[config.mk]
export PLATFORM = sky130hd
export DESIGN_NAME = cpa_serial_addsub
export DESIGN_NICKNAME = d
export VERILOG_FILES = /design/src/rtl/cpa_serial_addsub.sv
export SDC_FILE = /design/constraint.sdc
export NUM_CORES = 1
export LEC_CHECK = 0
export CAP_MARGIN = 25
export CORE_ASPECT_RATIO = 0.7
export CORE_MARGIN = 3
export CORE_UTILIZATION = 53
export CTS_CLUSTER_SIZE = 8
export DETAILED_ROUTE_END_ITERATION = 6
export PLACE_DENSITY = 0.8
export SLEW_MARGIN = 20
export SYNTH_ARGS = -nofsm -noshare
export SYNTH_HDL_FRONTEND = slang
export SYNTH_SLANG_ARGS = --single-unit
[constraint.sdc]
create_clock -name clk -period 4.47 [get_ports clk]
set_input_delay 0.447 -clock clk [delete_from_list [all_inputs] [get_ports clk]]
set_output_delay 0.447 -clock clk [all_outputs]
set_load 0.02 [all_outputs]
[src/rtl/cpa_serial_addsub.sv]
// Multi-cycle carry-propagate adder/subtractor.
// A WIDTH-bit add or subtract is processed CHUNK bits per cycle, LSB chunk first,
// with the inter-chunk carry held in a register. The visible result registers
// (s/cout/ovf/zero) update together on the final chunk only, so a partially
// computed sum is never exposed.
module cpa_serial_addsub #(
  parameter int WIDTH = 16,
  parameter int CHUNK = 4
) (
  input  logic             clk,
  input  logic             rst,
  input  logic             start,
  input  logic             sub,
  input  logic [WIDTH-1:0] a,
  input  logic [WIDTH-1:0] b,
  input  logic             cin,
  output logic             busy,
  output logic             done,
  output logic [WIDTH-1:0] s,
  output logic             cout,
  output logic             ovf,
  output logic             zero
);

  localparam int N  = WIDTH / CHUNK;
  localparam int CW = (N > 1) ? $clog2(N) : 1;

  // Reject parameter sets that do not tile the word into whole chunks.
  generate
    if (CHUNK < 1 || CHUNK > WIDTH || (WIDTH % CHUNK) != 0) begin : g_bad_params
      $error("cpa_serial_addsub: CHUNK must be in 1..WIDTH and divide WIDTH");
    end
  endgenerate

  typedef enum logic [1:0] {
    S_IDLE = 2'd0,
    S_RUN  = 2'd1,
    S_DONE = 2'd2
  } state_t;

  state_t           r_state;
  state_t           w_state_next;
  logic [CW-1:0]    r_cnt;
  logic [WIDTH-1:0] r_a;
  logic [WIDTH-1:0] r_b;        // already inverted for subtract
  logic [WIDTH-1:0] r_acc;      // internal accumulator, never visible directly
  logic             r_carry;
  logic [WIDTH-1:0] r_s;
  logic             r_cout;
  logic             r_ovf;
  logic             r_zero;

  logic             w_accept;
  logic             w_last;
  int               w_base;
  logic [CHUNK-1:0] w_a_chunk;
  logic [CHUNK-1:0] w_b_chunk;
  logic [CHUNK:0]   w_sum;
  logic             w_msb_cin;
  logic [WIDTH-1:0] w_acc_next;

  // A new operation is only taken while not computing.
  assign w_accept = start && (r_state == S_IDLE || r_state == S_DONE);
  assign w_last   = (r_cnt == CW'(N - 1));

  // Chunk adder: slice the current chunk, add with held carry, merge into accumulator.
  always_comb begin
    w_base     = int'(r_cnt) * CHUNK;
    w_a_chunk  = r_a[w_base +: CHUNK];
    w_b_chunk  = r_b[w_base +: CHUNK];
    w_sum      = {1'b0, w_a_chunk} + {1'b0, w_b_chunk} + {{CHUNK{1'b0}}, r_carry};
    // On the top chunk, bit CHUNK-1 is the word MSB; its carry-in falls out of a^b^sum.
    w_msb_cin  = w_a_chunk[CHUNK-1] ^ w_b_chunk[CHUNK-1] ^ w_sum[CHUNK-1];
    w_acc_next = r_acc;
    w_acc_next[w_base +: CHUNK] = w_sum[CHUNK-1:0];
  end

  // Next-state logic for IDLE -> RUN -> DONE, with DONE able to re-accept directly.
  always_comb begin
    w_state_next = r_state;
    case (r_state)
      S_IDLE:  if (start) w_state_next = S_RUN;
      S_RUN:   if (w_last) w_state_next = S_DONE;
      S_DONE:  w_state_next = start ? S_RUN : S_IDLE;
      default: w_state_next = S_IDLE;
    endcase
  end

  // State register.
  always_ff @(posedge clk) begin
    if (rst) begin
      r_state <= S_IDLE;
    end else begin
      r_state <= w_state_next;
    end
  end

  // Operand capture on accept, then one chunk per RUN cycle.
  always_ff @(posedge clk) begin
    if (rst) begin
      r_cnt   <= '0;
      r_a     <= '0;
      r_b     <= '0;
      r_acc   <= '0;
      r_carry <= 1'b0;
    end else if (w_accept) begin
      r_cnt   <= '0;
      r_a     <= a;
      r_b     <= sub ? ~b : b;
      r_carry <= cin ^ sub;    // subtract is a + ~b + !borrow_in
    end else if (r_state == S_RUN) begin
      r_cnt   <= r_cnt + CW'(1);
      r_acc   <= w_acc_next;
      r_carry <= w_sum[CHUNK];
    end
  end

  // Visible result registers, updated together on the last chunk only.
  always_ff @(posedge clk) begin
    if (rst) begin
      r_s    <= '0;
      r_cout <= 1'b0;
      r_ovf  <= 1'b0;
      r_zero <= 1'b0;
    end else if (r_state == S_RUN && w_last) begin
      r_s    <= w_acc_next;
      r_cout <= w_sum[CHUNK];
      r_ovf  <= w_msb_cin ^ w_sum[CHUNK];
      r_zero <= (w_acc_next == '0);
    end
  end

  assign busy = (r_state == S_RUN);
  assign done = (r_state == S_DONE);
  assign s    = r_s;
  assign cout = r_cout;
  assign ovf  = r_ovf;
  assign zero = r_zero;

endmodule
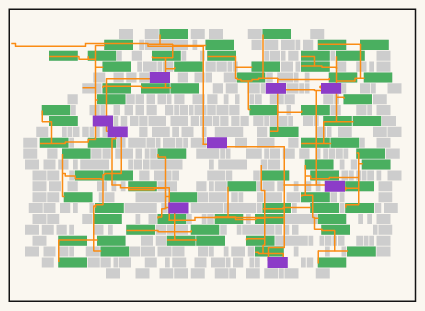
(routed clock nets over the placement)
Scale: 4 px per um.
flip-flops: drawn in green, count 72. cells driving clock nets: drawn in purple, count 9. clock wires: drawn in orange, length 869 um.
Position of the flops: spread over the die.

==> results.txt <==
Notes on the flow run.

- The flow ran to the end, and the final reports show no timing, DRC or antenna violations.
- After filler insertion, the fill cell instance count of the layout stands at between 400 and 500.
- The endpoint of the worst-slack reg-to-reg timing path is zero, for reference.
- The post-synthesis instance total is 375, for reference.
- Setup repair after global routing left no endpoint under its margin.
- The fraction of the mapped netlist area in adder cells is 0.0454, for reference.
- For this sky-water flow run, the detailed-routed wirelength per cell is reported as 15.9 um.
- The worst path needs 3.41 ns of the cycle, external delays included.
- The most numerous cell type found on the critical path is sky130_fd_sc_hd__fa_1.
- The power density over the cells is approximately 350 mW/mm2, for reference.
- The global routing usage on met1 is 0.325, for reference.
- The met1 routed wirelength after detailed routing is 3690 um, for reference.
- The final layout reports a setup TNS of 0 ns.
- The worst setup path is captured at a flip-flop.
- Dividing the final minimum period by the clock period gives 0.762.
- The end-of-flow timing check tallies setup violations at 0.
- The kind of cell with the highest combined delay along the critical path is flip-flops.
- The placement row count is 23, for reference.
- The maximum clock path buffer count is 2, for reference.
- The share of synthesized area spent on multiplexers is 0.0536, for reference.
- The chip occupies 0.00735 mm2.
- Per the hold report, the tightest min-delay path originates at r_a[14].
- The arrival time at the worst endpoint is 3.67 ns, for reference.
- The overall power of the completed layout is 1.45 mW, for reference.
- The via count of the first global-routing pass came to 2,609.
- The total met2 wirelength after detailed routing is 3350 um, for reference.
- After legalization and detailed placement, the total HPWL measured around 5600 um.
- The signal on the critical path passes through mux4_2 -> fa_1 -> inv_1 -> fa_1 -> xor2_2 -> a2bb2oi_1 -> nand3_1 -> or4_1 -> o32ai_1.
- Compared with the post-synthesis result, the final layout area differs by 23.5%.
- The residual DRC count is 0, for reference.
- The repair_antennas step left the layout with diodes totalling 0.
- The total detailed-routing wirelength is 7960 um, for reference.
- The count of instantiated cells in the yosys netlist is 375, for reference.
- The total of cells resized after clock tree synthesis is 0, for reference.
- The final-stage net count is 468, for reference.
- After global routing the overflow that remains totals 0.
- The clock-pin transition on the worst setup and hold timing paths is roughly 0.070 ns, for reference.
- The count of routing violations after the opening detailed-route iteration is 175, for reference.
- The quantity of hold-fixing buffers added after cts is 0, for reference.
- Along the critical path, the tally of buffer and inverter instances is 1.
- Summing every instance area after synthesis gives approximately 0.0034 mm2.
- The largest single stage delay on the critical path is 0.67 ns.
- The setup slack on the worst flop-to-flop path is between 1 and 1.5 ns, for reference.
- At the floorplan stage, the core utilization is reported as 0.567.
- The number of top-level pins is roughly 58, for reference.
- The total area inside the core boundary comes to 0.00593 mm2.
- The floorplan step set the die height to 72.6 um.
- The startpoint class of the critical path is a flip-flop, for reference.
- The routability congestion estimate is about 0.9, for reference.
- Along the worst path, the maximum fanout reaches 12.
- The worst register-to-register path depth is 9.
- The type of the worst setup path is flip-flop to flip-flop, for reference.
- In the final report, the number of hold violations comes to 0.
- The clock tree root buffer cell is sky130_fd_sc_hd__clkbuf_8, for reference.
- The routed length on met3 is 845 um, for reference.
- Across the whole layout, storage elements account for 0.00144 mm2.
- Of the synthesized area, sequential elements account for 0.429.
- The clock latency on the worst-skew pair is 0.35 ns, for reference.
- The met2 track utilization from global routing is 0.317, for reference.
- The transition time at the pin with the least slew margin is approximately 0.89 ns, for reference.
- The post-route non-filler standard cell count is 499, for reference.
- In this run, synthesis produced a sequential element count of slightly above 70.
- In this run the tools logged warnings totalling 31.
- The layout summary lists the proportion of cells stronger than drive strength 1 as 0.0778.
- In this run the critical register-to-register path is launched from r_cnt[0].
- The total global-route track usage is 0.227, for reference.
- The routed layout has ~2,900 vias.
- The worst hold path stage count is 2, for reference.
- Hold is met by 0.455 ns.
- For reference, the final report shows the max-slew violation count at 0.
- The average via count per standard cell is 5.74, for reference.
- The count of yosys warnings during synthesis is 0, for reference.
- Checking hold timing, the worst path is listed with class flip-flop to flip-flop.
- The first-pass GRT wire length is 12,900 um, for reference.
- The required time at the worst endpoint is listed as 4.73 ns.
- The multi-input combinational cells in the finished layout cover a total of 0.00176 mm2.
- The count of max-cap constraint violations is 0, for reference.
- The total placed cells including tap cells is a little under 500, for reference.
- Measured along the x axis, the die boundary spans 101 um.
- Per the detail_route log, the uppermost layer with routed signals is met4.
- The analysis attributes to cell leakage a power of between 1 and 1.5 nW.
- In this build the clock could be raised as far as 293 MHz.
- The global router reports that the layer with the highest usage is met1.
- The setup skew after layout is 0.00738 ns, for reference.
- The post-CTS setup repair buffer count is 0, for reference.
- The routing usage on met3 is 0.0850, for reference.
- The clock sink total is about 70, for reference.
- The count of unique library cells instantiated by Yosys is 45, for reference.
- The largest vdd supply drop is about 180 uV, for reference.
- STA shows the worst min-delay path finishing at r_a[14].
- The number of input and output port buffers inserted is 57, for reference.
- On the critical path, the stage with the largest delay is an instance of sky130_fd_sc_hd__dfxtp_1.
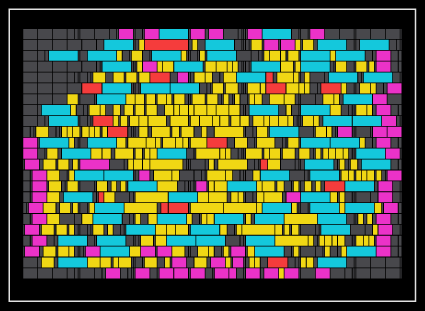
(placed cells, one colour a class)
Scale: 4 px per um. Fill, decap, tap and diode cells in grey.
clock drivers and dummy loads: drawn in red, cells 15. other buffers and delay cells: drawn in magenta, cells 62. flip-flops: drawn in cyan, cells 72. all other logic: drawn in yellow, cells 275.

[where the power goes]
group / internal (mW) / switching (mW) / total [mW]
sequential: 0.678 / 0.0262 / 0.704
clock: 0.267 / 0.232 / 0.499
combinational: 0.118 / 0.133 / 0.251
total: 1.06 / 0.391 / 1.45
[cell usage after synthesis, drive strengths merged]
library cell  instances  area, um2
xnor2                17        149
and2                  2       12.5
nand2b                3       18.8
or4                   1       7.51
nand4b                2       17.5
nand2                37        139
nand3                 2       10.0
o2bb2ai               1       8.76
a2bb2oi               2       17.5
buf                   8       36.3
a211oi               45        338
a21oi                24        120
xor2                  3       33.8
o31a                  2       17.5
nand4bb               2       22.5
nor2                 55        206
fa                    2       40.0
nor3                  5       25.0
clkbuf               20       76.3
o221ai                2       17.5
inv                  13       48.8
a21boi                1       7.51
clkinv                1       3.75
and3b                 1       8.76
nand4                 3       18.8
o41a                  1       11.3
and2b                 2       16.3
a31oi                 6       37.5
o21ai                 4       20.0
nor2b                11       68.8
o32ai                 1       8.76
and4bb                1       12.5
a21o                  1       8.76
mux4                  8        180
o32a                  1       10.0
a2111oi               1       8.76
o21a                  1       7.51
ha                    9        113
dfxtp                72       1440
nand3b                1       7.51
a41oi                 1       8.76
[layout make-up]
cell class | instances | area share
multi-input combinational | 261 | 0.425
sequential | 72 | 0.347
timing repair buffer | 62 | 0.148
clock buffer | 11 | 0.0340
tap | 75 | 0.0226
inverter | 14 | 0.0127
clock inverter | 4 | 0.0108
[worst min-delay path, delay by kind of cell (launching register included)]
family          cells  cell delay (ns)
simple gates        1             0.05
flops               1             0.31
compound gates      1             0.05
[per-stage QoR]
stage                     cell area [um2]  setup WS (ns)
after CTS                            4130           1.05
final                                4150           1.06
after detailed placement             3950           1.10
after global placement               3950           1.26
after floorplan                      3360           1.28
after global routing                 4150          0.820
[worst max path at each step]
stage / start / to / slack (ns) / cells after the start
2_1_floorplan: r_cnt[0] / zero / 1.28 / 10
3_3_place_gp: r_cnt[0] / zero / 1.26 / 9
3_5_place_dp: r_cnt[0] / zero / 1.10 / 9
4_1_cts: r_cnt[0] / zero / 1.05 / 9
5_1_grt: r_cnt[0] / zero / 0.82 / 9
6_report: r_cnt[0] / zero / 1.06 / 9
[registers in the layout, indices dropped and copies added, names as in the netlist]
name     count
cout         1
zero         1
r_a         16
r_acc       16
ovf          1
r_cnt        2
r_state      2
r_carry      1
s           16
r_b         16
[layout by cell type, fill, tap and decap left out, types with 4 or more instances in the layout]
cell type	instances
sky130_fd_sc_hd__ha_1	9
sky130_fd_sc_hd__mux4_2	8
sky130_fd_sc_hd__nor2b_1	10
sky130_fd_sc_hd__a211oi_1	45
sky130_fd_sc_hd__xnor2_1	17
sky130_fd_sc_hd__a31oi_1	6
sky130_fd_sc_hd__nor2_1	55
sky130_fd_sc_hd__dfxtp_1	72
sky130_fd_sc_hd__nor3_1	5
sky130_fd_sc_hd__clkbuf_8	10
sky130_fd_sc_hd__buf_4	4
sky130_fd_sc_hd__a21oi_1	24
sky130_fd_sc_hd__clkdlybuf4s50_1	56
sky130_fd_sc_hd__o21ai_0	4
sky130_fd_sc_hd__nand2_1	37
sky130_fd_sc_hd__inv_1	13
No activity file was given, so power comes from the tool's default toggle rates.
